`src/rtl/register_dump_tx.sv`:
```
// register_dump_tx
// Serialises a snapshot of the register file onto a valid/ready byte sink
// (UART transmitter) for debug. A start request in IDLE sends HEADER_BYTE,
// then each register from address 0 upward as BYTES bytes, MSB first.
// Every register is read through the file's synchronous read port and
// captured in its LATCH cycle.
//
// Ports
//   clock_i     system clock, all state on posedge
//   reset_i     asynchronous active-high reset, returns the block to IDLE
//   start_i     dump request, only honoured in IDLE
//   reg_addr_o  register file read address (data returns one cycle later)
//   reg_data_i  register file read data
//   tx_data_o   byte to the UART transmitter
//   tx_valid_o  tx_data_o valid; a byte moves on posedge with valid && ready
//   tx_ready_i  transmitter can accept a byte
//   busy_o      high from the cycle after start is accepted until DONE ends
//   done_o      one-cycle pulse after the final byte is accepted
module register_dump_tx #(
  parameter int          NUM_REGS    = 32,
  parameter int          ADDR_WIDTH  = 5,
  parameter int          DATA_WIDTH  = 32,
  parameter logic [7:0]  HEADER_BYTE = 8'hA5
) (
  input  logic                  clock_i,
  input  logic                  reset_i,
  input  logic                  start_i,
  output logic [ADDR_WIDTH-1:0] reg_addr_o,
  input  logic [DATA_WIDTH-1:0] reg_data_i,
  output logic [7:0]            tx_data_o,
  output logic                  tx_valid_o,
  input  logic                  tx_ready_i,
  output logic                  busy_o,
  output logic                  done_o
);

  localparam int BYTES = DATA_WIDTH / 8;
  localparam int CNT_W = (BYTES > 1) ? $clog2(BYTES) : 1;
  localparam logic [CNT_W-1:0]      LAST_BYTE = CNT_W'(BYTES - 1);
  localparam logic [ADDR_WIDTH-1:0] LAST_REG  = ADDR_WIDTH'(NUM_REGS - 1);

  typedef enum logic [2:0] {
    IDLE,
    HEADER,
    FETCH,
    LATCH,
    SEND,
    DONE
  } state_t;

  state_t                state_q;
  logic [ADDR_WIDTH-1:0] idx_q;
  logic [ADDR_WIDTH-1:0] reg_addr_q;
  logic [CNT_W-1:0]      byte_cnt_q;
  logic [DATA_WIDTH-1:0] shift_q;
  logic [DATA_WIDTH-1:0] shift_d;
  logic [7:0]            tx_data_q;
  logic                  tx_valid_q;
  logic                  busy_q;
  logic                  done_q;

  // Shift register contents after the current byte has been accepted.
  always_comb begin
    shift_d = shift_q << 8;
  end

  always_ff @(posedge clock_i or posedge reset_i) begin
    if (reset_i) begin
      state_q    <= IDLE;
      idx_q      <= '0;
      reg_addr_q <= '0;
      byte_cnt_q <= '0;
      shift_q    <= '0;
      tx_data_q  <= '0;
      tx_valid_q <= 1'b0;
      busy_q     <= 1'b0;
      done_q     <= 1'b0;
    end else begin
      done_q <= 1'b0;
      case (state_q)
        IDLE: begin
          if (start_i) begin
            state_q    <= HEADER;
            idx_q      <= '0;
            busy_q     <= 1'b1;
            tx_valid_q <= 1'b1;
            tx_data_q  <= HEADER_BYTE;
          end
        end

        HEADER: begin
          if (tx_ready_i) begin
            state_q    <= FETCH;
            tx_valid_q <= 1'b0;
            // Address presented on entry to FETCH so the registered read
            // returns data during LATCH.
            reg_addr_q <= idx_q;
          end
        end

        FETCH: begin
          state_q <= LATCH;
        end

        LATCH: begin
          // Snapshot point for this register.
          shift_q    <= reg_data_i;
          byte_cnt_q <= '0;
          tx_valid_q <= 1'b1;
          tx_data_q  <= reg_data_i[DATA_WIDTH-1 -: 8];
          state_q    <= SEND;
        end

        SEND: begin
          if (tx_ready_i) begin
            shift_q    <= shift_d;
            byte_cnt_q <= byte_cnt_q + 1'b1;
            if (byte_cnt_q == LAST_BYTE) begin
              tx_valid_q <= 1'b0;
              if (idx_q == LAST_REG) begin
                // reg_addr stays at the final address after the frame.
                state_q <= DONE;
                done_q  <= 1'b1;
              end else begin
                idx_q      <= idx_q + 1'b1;
                reg_addr_q <= idx_q + 1'b1;
                state_q    <= FETCH;
              end
            end else begin
              tx_data_q <= shift_d[DATA_WIDTH-1 -: 8];
            end
          end
        end

        DONE: begin
          // start is deliberately not looked at here.
          busy_q  <= 1'b0;
          state_q <= IDLE;
        end

        default: begin
          state_q    <= IDLE;
          tx_valid_q <= 1'b0;
          busy_q     <= 1'b0;
        end
      endcase
    end
  end

  assign reg_addr_o = reg_addr_q;
  assign tx_data_o  = tx_data_q;
  assign tx_valid_o = tx_valid_q;
  assign busy_o     = busy_q;
  assign done_o     = done_q;

endmodule
```
`config.mk`:
```
export PLATFORM = sky130hd
export DESIGN_NAME = register_dump_tx
export DESIGN_NICKNAME = d
export VERILOG_FILES = /design/src/rtl/register_dump_tx.sv
export SDC_FILE = /design/constraint.sdc
export NUM_CORES = 1
export LEC_CHECK = 0
export CAP_MARGIN = 20
export CORE_ASPECT_RATIO = 1.5
export CORE_MARGIN = 3
export CORE_UTILIZATION = 45
export CTS_CLUSTER_DIAMETER = 200
export DETAILED_ROUTE_END_ITERATION = 8
export PLACE_DENSITY = 0.81
export SLEW_MARGIN = 20
export SYNTH_ARGS = -nofsm -noshare
export SYNTH_HDL_FRONTEND = slang
export SYNTH_SLANG_ARGS = --single-unit
```
`constraint.sdc`:
```
create_clock -name clock_i -period 2.1 [get_ports clock_i]
set_input_delay 0.42 -clock clock_i [delete_from_list [all_inputs] [get_ports clock_i]]
set_output_delay 0.42 -clock clock_i [all_outputs]
set_load 0.01 [all_outputs]
```
**Run 1: clock routing**

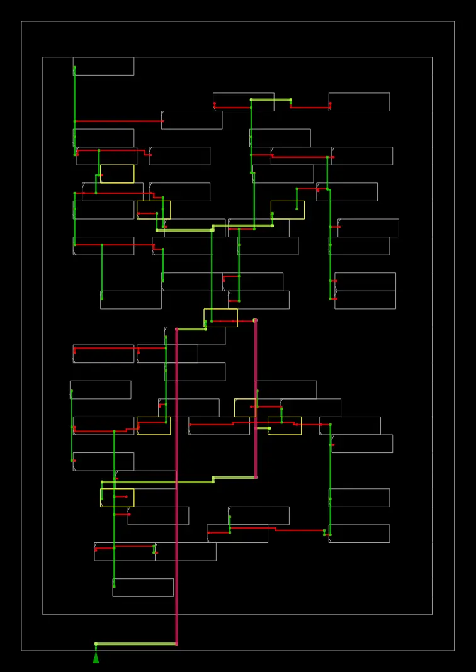
Latency at later pin: 0.30 ns
number of CTS-inserted buffers: 5

**Run 1: placed cells, one color a class**

(6 px per um)
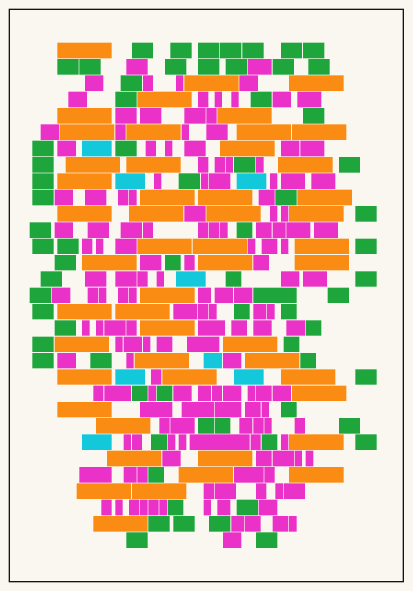
other buffers and delay cells -> green  # cells 69, share of their area 21%
combinational and other logic -> magenta  # cells 157, share of their area 36%
flops -> orange  # cells 50, share of their area 40%
clock drivers and dummy loads -> cyan  # cells 8, share of their area 3.4%
Seq/total area: 39.0%
design area: 3210 sq um

**Run 1: wiring heat map**

(3 px per um) The die is cut into 13 by 19 equal tiles; dark purple is low, yellow is high, scaled to the fullest tile. Values are wire area over tile area, all layers added.
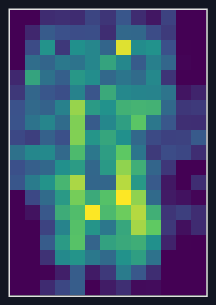
densest ninth of the die = center
tiles over half the peak = 23%
mean over tiles = 0.13
nearly empty tiles = 18%

## run 1: per-layer routing
metal / part of all wire, % / up-vias
li1: - / 907
met1: 41 / 899
met2: 54 / 46
met3: 3.6 / 11
met4: 2.1 / 0
met5: 0 / -
## run 1: report_power, final
group	total [uW]	internal, uW	switching, uW
combinational	1470	753	716
clock	611	302	309
sequential	1480	1300	182
## run 1: flip-flops by register name, summed over array words and instances (netlist names)
| signal | cells |
|---|---|
| byte_cnt_q | 2 |
| busy_o | 1 |
| reg_addr_o | 5 |
| done_o | 1 |
| idx_q | 5 |
| tx_data_o | 8 |
| state_q | 3 |
| tx_valid_o | 1 |
| shift_q | 24 |
## run 1: area by class of cell
cell class              instances  share of cell area, %
inverters                       3                  0.351
repair buffers                 69                   20.5
clock inverters                 1                  0.273
well taps                      66                   2.57
clock buffers                   7                   3.00
flip-flops and latches         50                   39.0
multi-input cells             154                   34.3
## run 1: worst register-to-register path, stage by stage (launching register included)
cell and delay [ns]:
dfrtp_1 0.40, ha_2 0.18, and3_4 0.18, ha_2 0.17, nand2b_4 0.14, a2111oi_4 0.33, buf_4 0.20, mux2_4 0.30
## run 1: worst max path at each step
stage | to | cells past startpoint
after global routing | idx_q[2] | 8
after floorplan | idx_q[1] | 6
after detailed placement | idx_q[2] | 7
after CTS | idx_q[4] | 7
final | idx_q[4] | 7
after global placement | idx_q[4] | 6
## run 1: cells in the final DEF, fill, tap and decap left out, drive strengths merged
master / n
nand2b: 1
xnor2: 1
nor2: 6
and3: 1
nand2: 35
o22a: 2
clkdlybuf4s50: 51
or2: 1
o21ai: 27
ha: 5
a22oi: 4
mux2i: 18
nor3: 1
xor2: 1
and4: 1
nand3: 2
a21oi: 5
clkinv: 1
nor4bb: 1
a21o: 5
nor2b: 3
buf: 18
a2111oi: 1
a221oi: 1
o21a: 1
mux2: 11
and3b: 1
dfrtp: 50
or3b: 1
and2: 3
nand3b: 1
clkbuf: 7
a22o: 14
inv: 3
## run 1: through the flow
stage          instances  hold slack (ns)  util [%]
2_1_floorplan        221            0.450         -
3_3_place_gp         338            0.453      61.3
3_5_place_dp         338            0.458      61.3
4_1_cts              348            0.439      63.9
5_1_grt              350            0.480      64.6
6_report             350            0.428      64.6
## run 1: cell families after synthesis
| logic type | count (synthesis) |
|---|---|
| AND-OR/OR-AND | 60 |
| AND/OR/NAND/NOR | 58 |
| flip-flops | 50 |
| multiplexers | 29 |
| buffers and inverters | 17 |
| adder cells (fa/ha/maj) | 5 |
| XOR/XNOR | 2 |
## run 1: repair_timing
item,CTS,global route
setup buffers,2,2
pin swaps,1,1
gates resized,2,5
endpoints found under the setup margin,4,9
==> qor.csv, run 1 <==
stage,metric,value,unit
critical_path,cp_top_family,flip-flops,
power_and_ir_drop,p_leak,0.00146,uW
clock_network,hold_buffers,0,
finish,insertedDiodeCount,0,
die,initial_core_util,48.0,%
placed_design,place_hpwl,3.61,mm
detailed_routing,routedWlPerCell,14.3,um
logic_synthesis,netlist_instances,221,
critical_path,endpoint_kind,flop,
logic_synthesis,ys_top_cells_by_count,"dfrtp_1 (50), nand2_1 (34), o21ai_0 (26)",
timing,setup-violations-final,0,
logic_synthesis,synthXorXnorAreaFrac,0.735,%
critical_path,crit_buf_inv,1,
global_route,busiest_layer,met2,
detailed_routing,vias,1863,
run_status,status,"complete, no violations",
logic_synthesis,yosys.area.top_type_share,52.5,%
finish,regArea,1250,sq um
clock_network,ctsHtreeMaxLevel,2,
logic_synthesis,ys_area,2380,sq um
detailed_routing,antenna_left,0,
timing,skew,0.00857,ns
timing,finalClockPeriodUsage,96.4,%
==> run 2: changes to the inputs <==
--- a/config.mk
+++ b/config.mk
@@ -12,6 +12,7 @@
 export CTS_CLUSTER_DIAMETER = 200
 export DETAILED_ROUTE_END_ITERATION = 8
 export PLACE_DENSITY = 0.81
+export RECOVER_POWER = 25
 export SLEW_MARGIN = 20
 export SYNTH_ARGS = -nofsm -noshare
 export SYNTH_HDL_FRONTEND = slang
**Run 2: pin map**

(4 px per um) Pins as bars across the die edge, other pins in gray.
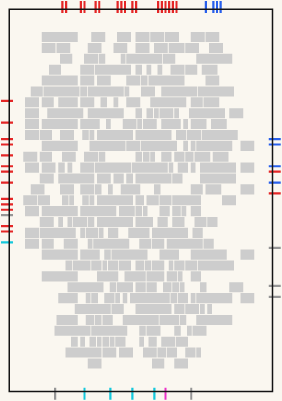
`start_i` -> magenta  # pins 1, direction input, edge south
`reg_data_i` -> red  # pins 32, direction input, edge 17 north, 13 west, 2 east
`tx_data_o` -> blue  # pins 8, direction output, edge 4 east, 4 north
`reg_addr_o` -> cyan  # pins 5, direction output, edge 4 south, 1 west

**Run 2: the metal 3 layer**

(4 px per um)
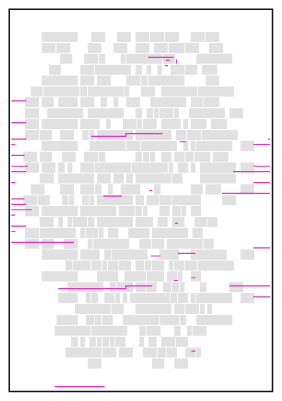
main direction = horizontal
share of all routed wire = 3.6%
nets with wire on the layer = 32
wire length on this layer = 180 um

==> run 2 against run 1 <==
  * Synthesized cell count is the same
  * Design area about the same
  * Setup slack is essentially flat
  * Global-route usage is the same
  * Hold slack improved by 0.040 ns
  * First-iteration DRC count did not move
  * Clock-buffer cell count is the same
==> qor.csv, run 2 <==
stage,metric,value,unit
detailed_routing,antenna_left,0,
die,die_w,65.4,um
clock_network,hold_buffers,0,
finish,final_area,3210,sq um
clock_network,cts_made_buffers,5,
placed_design,dpl.cell_count,338,
clock_network,numClockSinks,50,
finish,regArea,1250,sq um
detailed_routing,wirelength,5.00,mm
critical_path,crit_top_cell,ha_2,
power_and_ir_drop,p_leak,0.00146,uW
logic_synthesis,async_flop_share,100,%
logic_synthesis,ys_area,2380,sq um
logic_synthesis,netlist_instances,221,
timing,slew_violations,0,
finish,largest_register_ffs,24,
finish,regMostFlops,shift_q,
timing,setup_tns,0,ns
logic_synthesis,synth_area_leader_cell,dfrtp_1,
die,die_h,95.2,um
logic_synthesis,syn_nets,262,
critical_path,worstPathRequired,2.29,ns
critical_path,endpoint_kind,flop,
die,initial_core_util,48.0,%
flow_run,maxCapViolCount,0,
finish,layoutNonFillerInstCount,350,
clock_network,cts_root_buffer,clkbuf_8,
run_status,status,"complete, no violations",
logic_synthesis,yosys.area.top_type_share,52.5,%
timing,finalClockPeriodUsage,96.4,%
critical_path,crit_buf_inv,1,
clock_network,clk_latency,0.30,ns
finish,fin_util,64.6,%
critical_path,crit_path_start_kind,flop,
logic_synthesis,ys_top_cells_by_area,"dfrtp_1 (52%), mux2i_1 (7.6%), o21ai_0 (5.5%)",
detailed_routing,routedWlPerCell,14.3,um
critical_path,critPathMaxStageDelay,0.40,ns
timing,skew,0.00867,ns
logic_synthesis,synth-edff-count,0,
timing,setup-violations-final,0,
critical_path,cp_top_family,flip-flops,
logic_synthesis,ys_top_cells_by_count,"dfrtp_1 (50), nand2_1 (34), o21ai_0 (26)",
placed_design,place_hpwl,3.61,mm
detailed_routing,vias,1861,
finish,most-common-layout-cells,"dfrtp_1 (50), clkdlybuf4s50_1 (50), nand2_1 (34), o21ai_0 (26), mux2i_1 (18)",
finish,insertedDiodeCount,0,
clock_network,ctsHtreeMaxLevel,2,
critical_path,slowest_stage,dfrtp_1,
placed_design,io_buffers,51,
global_route,grt_pass1_wl,8.31,mm
**Run 2: placed cells, one color a class**

(6 px per um)
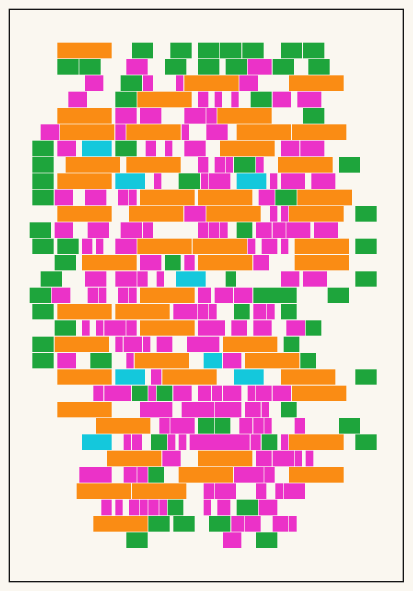
Core Region: 4960 sq um
FP Rows: 31
Seq/total area: 39.0%

-- run 2: cell type report --
cell class | count | area share (%)
Sequential cell | 50 | 39.0
Multi-Input combinational cell | 154 | 34.3
Timing Repair Buffer | 69 | 20.5
Clock buffer | 7 | 3.01
Tap cell | 66 | 2.58
Inverter | 3 | 0.351
Clock inverter | 1 | 0.273
-- run 2: logic make-up after synthesis --
group	share of synthesized area (%)
and+or+nand+nor	11.4
muxes	12.7
buffers and inverters	3.31
DFF	52.5
AOI/OAI and AO/OA	16.7
adders and majority gates	2.62
xor gates and xnor gates	0.735
-- run 2: timing repair --
action | CTS | global route
resized | 2 | 5
setup buffers | 2 | 2
endpoints found under the setup margin | 4 | 9
pin swaps | 1 | 1
gates cloned | 0 | 0
-- run 2: where the power goes --
part	switching [uW]	total, uW	leakage, uW	internal [uW]
clock network	309	611	0.0000544	302
registers	182	1480	0.000636	1300
logic	716	1470	0.000767	752
total	1210	3560	0.00146	2350
-- run 2: layer usage --
layer | wire [um] | GRT usage [%] | up-vias
met5 | 0 | 0 | -
met4 | 105 | 8.13 | 0
met3 | 180 | 4.60 | 11
met2 | 2690 | 30.1 | 46
met1 | 2030 | 20.3 | 897
li1 | - | - | 907
-- run 2: how the worst max path moves through the flow --
stage / startpoint / end / depth (start not counted)
floorplan: idx_q[0] / idx_q[1] / 6
global placement: idx_q[0] / idx_q[4] / 6
detailed placement: idx_q[0] / idx_q[2] / 7
CTS: idx_q[0] / idx_q[4] / 7
global route: idx_q[1] / idx_q[2] / 8
finish: idx_q[0] / idx_q[4] / 7
-- run 2: metrics by stage --
step	setup WS (ns)	hold WS (ns)
final	0.0760	0.468
after global routing	-0.00399	0.517
after CTS	0.00679	0.439
after detailed placement	-0.0590	0.458
after global placement	0.00996	0.453
after floorplan	0.0256	0.450
-- run 2: worst min-delay path, delay by kind of cell (launching register included) --
family	cells	cell delay [ns]
DFF	1	0.35
and+or+nand+nor	2	0.09
Power is estimated from default activity; no workload was simulated.
